$ cat config.mk
export PLATFORM = sky130hd
export DESIGN_NAME = sha256_message_scheduler
export DESIGN_NICKNAME = d
export VERILOG_FILES = /design/src/rtl/sha256_message_scheduler.sv
export SDC_FILE = /design/constraint.sdc
export NUM_CORES = 1
export LEC_CHECK = 0
export CAP_MARGIN = 30
export CORE_MARGIN = 3
export CORE_UTILIZATION = 40
export CTS_CLUSTER_SIZE = 16
export DETAILED_ROUTE_END_ITERATION = 6
export PLACE_DENSITY = 0.75
export SYNTH_ARGS = -nofsm -noshare
export SYNTH_HDL_FRONTEND = slang
export SYNTH_SLANG_ARGS = --single-unit
$ cat constraint.sdc
create_clock -name clk_i -period 4.1 [get_ports clk_i]
set_clock_uncertainty 0.1 [all_clocks]
set_input_delay 0.82 -clock clk_i [delete_from_list [all_inputs] [get_ports clk_i]]
set_output_delay 0.82 -clock clk_i [all_outputs]
set_load 0.02 [all_outputs]
$ cat src/rtl/sha256_message_scheduler.sv
// SHA-256 message scheduler: streams W[0..63] from a 16-word sliding window.
// SHA256_SCHED_OVERLAP_EN: accept the next block during the W63 handshake.
module sha256_message_scheduler (
  input  logic         clk_i,
  input  logic         reset_n_i,
  input  logic [511:0] block_i,
  input  logic         v_i,
  output logic         ready_o,
  output logic [31:0]  w_o,
  output logic [5:0]   t_o,
  output logic         v_o,
  input  logic         ready_i
);

  localparam logic [0:0] S_IDLE = 1'b0;
  localparam logic [0:0] S_RUN  = 1'b1;

  logic [0:0]  r_state;
  logic [31:0] r_win [16];
  logic [5:0]  r_t;

  logic        w_run;
  logic        w_load;
  logic        w_step;
  logic        w_last;
  logic [31:0] w_nxt;

  function automatic logic [31:0] f_s0(input logic [31:0] x);
    return {x[6:0], x[31:7]}
         ^ {x[17:0], x[31:18]}
         ^ {3'b0, x[31:3]};
  endfunction

  function automatic logic [31:0] f_s1(input logic [31:0] x);
    return {x[16:0], x[31:17]}
         ^ {x[18:0], x[31:19]}
         ^ {10'b0, x[31:10]};
  endfunction

  assign w_run  = (r_state == S_RUN);
  assign w_step = w_run & ready_i;
  assign w_last = w_step & (r_t == 6'd63);

`ifdef SHA256_SCHED_OVERLAP_EN
  assign ready_o = ~w_run | w_last;
`else
  assign ready_o = ~w_run;
`endif

  assign w_load = v_i & ready_o;
  assign w_nxt  = f_s1(r_win[14]) + r_win[9]
                + f_s0(r_win[1]) + r_win[0];

  assign v_o = w_run;
  assign w_o = r_win[0];
  assign t_o = r_t;

  // A load wins over the final step so overlapped blocks restart at t=0
  always_ff @(posedge clk_i or negedge reset_n_i) begin
    if (!reset_n_i) begin
      r_state <= S_IDLE;
      r_t     <= 6'd0;
      for (int i = 0; i < 16; i++) begin
        r_win[i] <= 32'd0;
      end
    end else if (w_load) begin
      r_state <= S_RUN;
      r_t     <= 6'd0;
      for (int i = 0; i < 16; i++) begin
        r_win[i] <= block_i[32*i +: 32];
      end
    end else if (w_step) begin
      for (int i = 0; i < 15; i++) begin
        r_win[i] <= r_win[i+1];
      end
      r_win[15] <= w_nxt;
      if (w_last) begin
        r_state <= S_IDLE;
        r_t     <= 6'd0;
      end else begin
        r_t <= r_t + 6'd1;
      end
    end
  end

endmodule

Met1 routing:
The bar under the picture is 100 um long. Supply wires on this layer in gray.
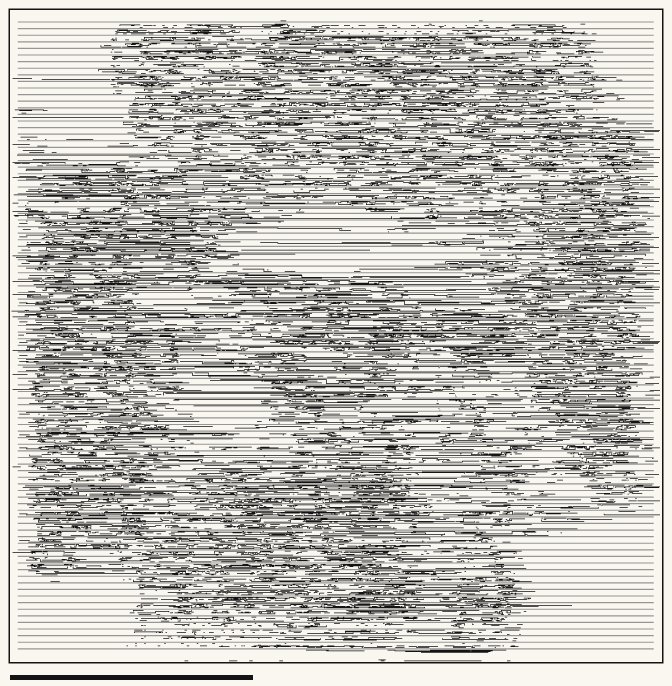
main direction: horizontal
nets with wire on the layer: 3969
share of all routed wire: 42%
longest straight run: 101 um
wire length on this layer: 46.0 mm

The metal 2 layer:
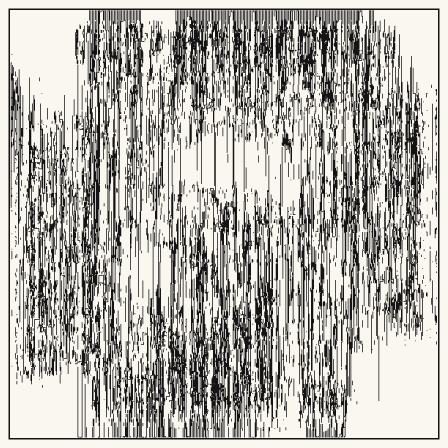
nets with wire on the layer: 3614
wire length on this layer: 48.9 mm
share of all routed wire: 44%
longest straight run: 120 um

==> run notes <==
Implementation numbers.

- The run finished with clean final reports.
- The critical path class is flip-flop to flip-flop.
- The number of synthesis warnings is 0.
- In this run the layout overhead on the synthesized area is reported as 31.1%.
- Post-synth the commonest register cell is sky130_fd_sc_hd__dfrtp_1.
- Per the CTS log, the buffer count on the longest clock path is 3.
- For this design the ratio of total power to cell area is 865 nW/um^2.
- The xor-xnor portion of the synthesized cell area reads 4.63%.
- The overall global routing resource usage is 29.7%.
- The post-synthesis cell area is 27600 sq um.
- Sequential cells were found to cover 47.0% of the synthesized design area.
- The tool flagged a number of max-cap violations equal to 0.
- The placer congestion estimate reads 0.962.
- The wire length after detailed routing is 110000 um.
- The number of buffers added by the clock tree synthesis step reads 57.
- The detailed-route DRC error count reads 0.
- Per the OpenROAD floorplan log, the width of the die is 269 um.
- The final timing report counts setup violations totalling 0.
- For this run the aggregate overflow at the end of global routing stands at 0.
- The core region is 67800 sq um.
- The post-synthesis cell type count reads 49.
- For reference, the final report shows the hold violation count at 0.
- The fraction of the core area occupied by cells at floorplan is 40.8%.
- 556 I/O pins were placed.
- The worst-case reg-to-reg path depth is 14.
- The floorplan step defined a die boundary enclosing 72300 sq um.
- The detail-routed net length per standard cell is 23.3 um.
- The share of synthesized cell area in and-or and or-and compound cells reads 14.3%.
- The setup TNS is 0 ps.
- The combinational gate area is 13000 sq um.
- The initial antenna violation count is 20.
- The final worst-path cycle share is 99.3%.
- The synthesized net count is 4004.
- For this block, the initial DRC count from the detailed router was 2879.
- The end of the worst register-to-register path reads r_win[29].
- The count of mapped cells out of synthesis reads 3394.
- The tool warning count for the run is 63.
- The capturing element type of the critical path reads a flip-flop.
- Dividing the synthesized area by the synthesized cell count gives 8.14 sq um.
- The CTS H-tree depth reads 2.
- The die height is 269 um.
- The static leakage is 16.0 nW.
- The first global-routing pass estimated 158000 um of wire.
- Based on the critical path, the design can be clocked at up to 246 MHz.
- For the worst reg-to-reg path, the startpoint reported by OpenROAD is r_win[50].
- The routed via count is 26000.
- The total of fill cells in the finished design is 6265.
- Entering global routing, the biggest net connects 188 pins.
- Once detailed placement completed, the half-perimeter wirelength came to 82800 um.
- The arrival time of data at the worst endpoint is listed as 4500 ps.
- In the synthesized netlist, mux cells make up 0.0362% of the area.
- The quantity of I/O buffers inserted on ports reads 555.
- The clock-pin transition on the worst setup and hold timing paths is 70 ps.
- The register area reads 13000 sq um.
- The number of enable flip-flop cells is 0.
- The fraction of final layout cells sized beyond drive strength 1 is 6.03%.
- TritonCTS built the clock tree.
- The count of final max-slew check failures reads 0.
- The slew at the pin closest to its max-slew limit reads 921 ps.
- The area fraction in full adders, half adders and majority gates is 5.94%.
- The final worst setup slack reads 26.8 ps.
- The cts-stage hold buffer count reads 0.
- The worst slack after detailed placement reads -110 ps.
- For this design, Yosys synthesis ends with a cell count of 3394.
- The via count of the first global-routing pass reads 24900.
- In this run the core area contains 95 standard-cell rows.
- The detailed-routing iteration count for the pre-antenna-repair pass is 5.
- In the synthesis report, Yosys lists the chip area as 27600 sq um.
- The post-synthesis register bit count reads 519.
- Setup repair after global routing could not meet its margin everywhere.
- The register-to-register setup slack is 30 ps.
- By instance count after routing, the leading logic cell types are sky130_fd_sc_hd__nand2_1, sky130_fd_sc_hd__clkdlybuf4s50_1, sky130_fd_sc_hd__nor2_1.
- The CTS root buffer reads sky130_fd_sc_hd__clkbuf_16.
- Subtracting the final worst setup slack from the clock period gives 4070 ps.
- The tightest min-delay check is of the input port to asynchronous set/reset pin type.
- The peak supply drop is 0.568 mV.
- The largest non-sequential cell family by area is simple AND/OR/NAND/NOR gates.
- The most frequent logic cell in the layout reads sky130_fd_sc_hd__nand2_1.
- The later-pin clock latency in the skew report is 630 ps.
- The CTS log lists the clock sinks for this run as 519.
- The remaining max-slew budget at the tightest pin reads 38.6%.
- The worst-path maximum fanout is 3.
- The via density per instance is 5.48.
- According to the timing report, the data required time at the worst endpoint equals 4530 ps.
- The post-synthesis simple-gate area fraction reads 21.6%.
- The startpoint kind of the worst setup timing path is a flip-flop.
- According to the finish report, the design has a final net count of 4409.
- The proportion of register bits with asynchronous set or reset after synthesis reads 100%.
- In this run the remaining antenna-violating nets after routing total 0.
M3 wires:
The bar under the picture is 100 um long. Cells faint in the background.
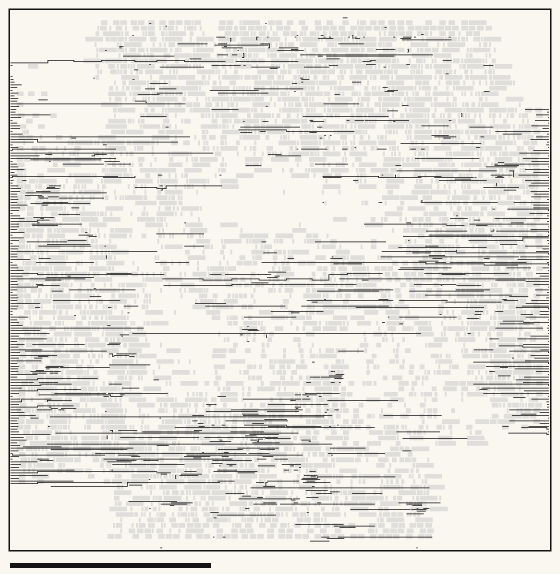
nets with wire on the layer: 625
longest straight run: 144 um
main direction: horizontal

M4 wires:
Supply wires on this layer in gray.
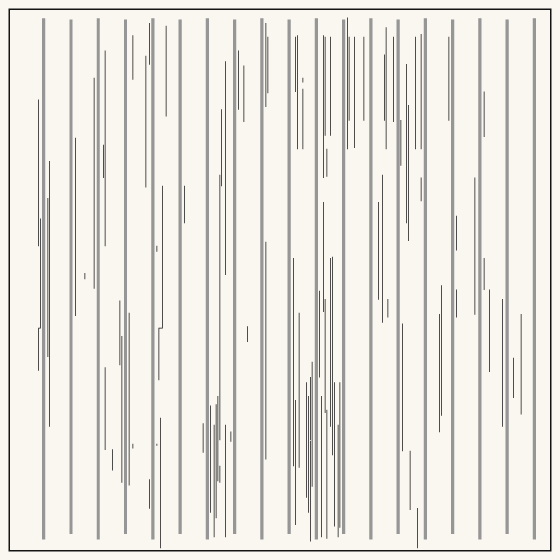
main direction: vertical
nets with wire on the layer: 76

==> what timing repair did <==
| action | in CTS | in global routing |
|---|---|---|
| buffers inserted | 1 | 1 |
| pin swaps | 3 | 15 |
| gates resized | 6 | 27 |
| setup endpoints to repair | 8 | 18 |
==> registers in the layout, summed over array words and instances (netlist names) <==
| register | cells |
|---|---|
| t_o | 6 |
| w_o | 32 |
| r_win | 480 |
| v_o | 1 |
==> critical path, cell delays in order (launching register included) <==
cell and delay [ps]:
sky130_fd_sc_hd__dfrtp_1 390, sky130_fd_sc_hd__xor2_1 170, sky130_fd_sc_hd__xnor2_1 200, sky130_fd_sc_hd__fa_1 450
sky130_fd_sc_hd__inv_1 80, sky130_fd_sc_hd__fa_1 410, sky130_fd_sc_hd__ha_2 200, sky130_fd_sc_hd__fa_2 420
sky130_fd_sc_hd__a211oi_4 250, sky130_fd_sc_hd__o21ai_2 120, sky130_fd_sc_hd__a32o_2 260, sky130_fd_sc_hd__o2111a_1 270
sky130_fd_sc_hd__o211ai_2 200, sky130_fd_sc_hd__nand2_2 130, sky130_fd_sc_hd__a311oi_2 300
==> Yosys cell counts, drive strengths merged (2+ instances only) <==
cell type	count	area share, %
fa	62	4.5
clkbuf	229	3.1
and3	6	0.14
nand4	3	0.068
o21ai	33	0.60
nand3	9	0.16
xor2	53	1.7
nand2	1009	14
o2111ai	2	0.063
nor3	5	0.091
a21o	14	0.38
inv	123	1.7
ha	32	1.4
o21bai	3	0.082
a211oi	6	0.20
or3	3	0.068
nor2b	3	0.068
buf	80	1.7
a21oi	55	1.0
a22oi	4	0.11
o211ai	3	0.12
xnor2	93	2.9
o22ai	12	0.27
nor2	520	7.1
o21a	2	0.054
dfrtp	519	47
and2	7	0.16
a31oi	490	11
o31ai	2	0.072
==> where the power goes <==
group	switching [mW]	internal (mW)
clock network	2.29	3.35
logic	10.1	7.93
registers	1.22	6.47
total	13.6	17.7
==> worst max path at each step <==
stage	from	end	cells after the start
floorplan	r_win[50]	r_win[19]	16
global placement	r_win[50]	r_win[19]	15
detailed placement	r_win[50]	r_win[19]	15
CTS	r_win[50]	r_win[27]	15
global route	r_win[50]	r_win[29]	14
finish	r_win[50]	r_win[29]	14
==> metal layers <==
layer | vias up | part of all wire (%) | GRT usage (%)
met5 | - | 0.070 | 0
met4 | 12 | 4.4 | 12.5
met3 | 214 | 9.2 | 7.35
met2 | 1253 | 44 | 44.8
met1 | 12500 | 42 | 40.9
li1 | 12000 | - | -
==> cell type report <==
cell class / count / area share, %
Clock buffer: 83 / 4.63
Clock inverter: 24 / 1.02
Sequential cell: 519 / 35.9
Inverter: 123 / 1.27
Tap cell: 873 / 3.02
Timing Repair Buffer: 655 / 18.2
Multi-Input combinational cell: 2443 / 35.9
Antenna cell: 14 / 0.0967
==> through the flow <==
stage               instance area (sq um)  hold WS [ps]  power, mW  instances  util (%)
floorplan                           27600           373       18.1       3394         -
CTS                                 36100           161       30.7       4719      53.2
finish                              36200           149       31.3       4734      53.5
global route                        36200           205       33.5       4727      53.4
detailed placement                  34000           424       24.8       4611      50.2
global placement                    34000           420       24.8       4611      50.2
Power figures rest on the tool's default switching activity, not on a simulated workload.
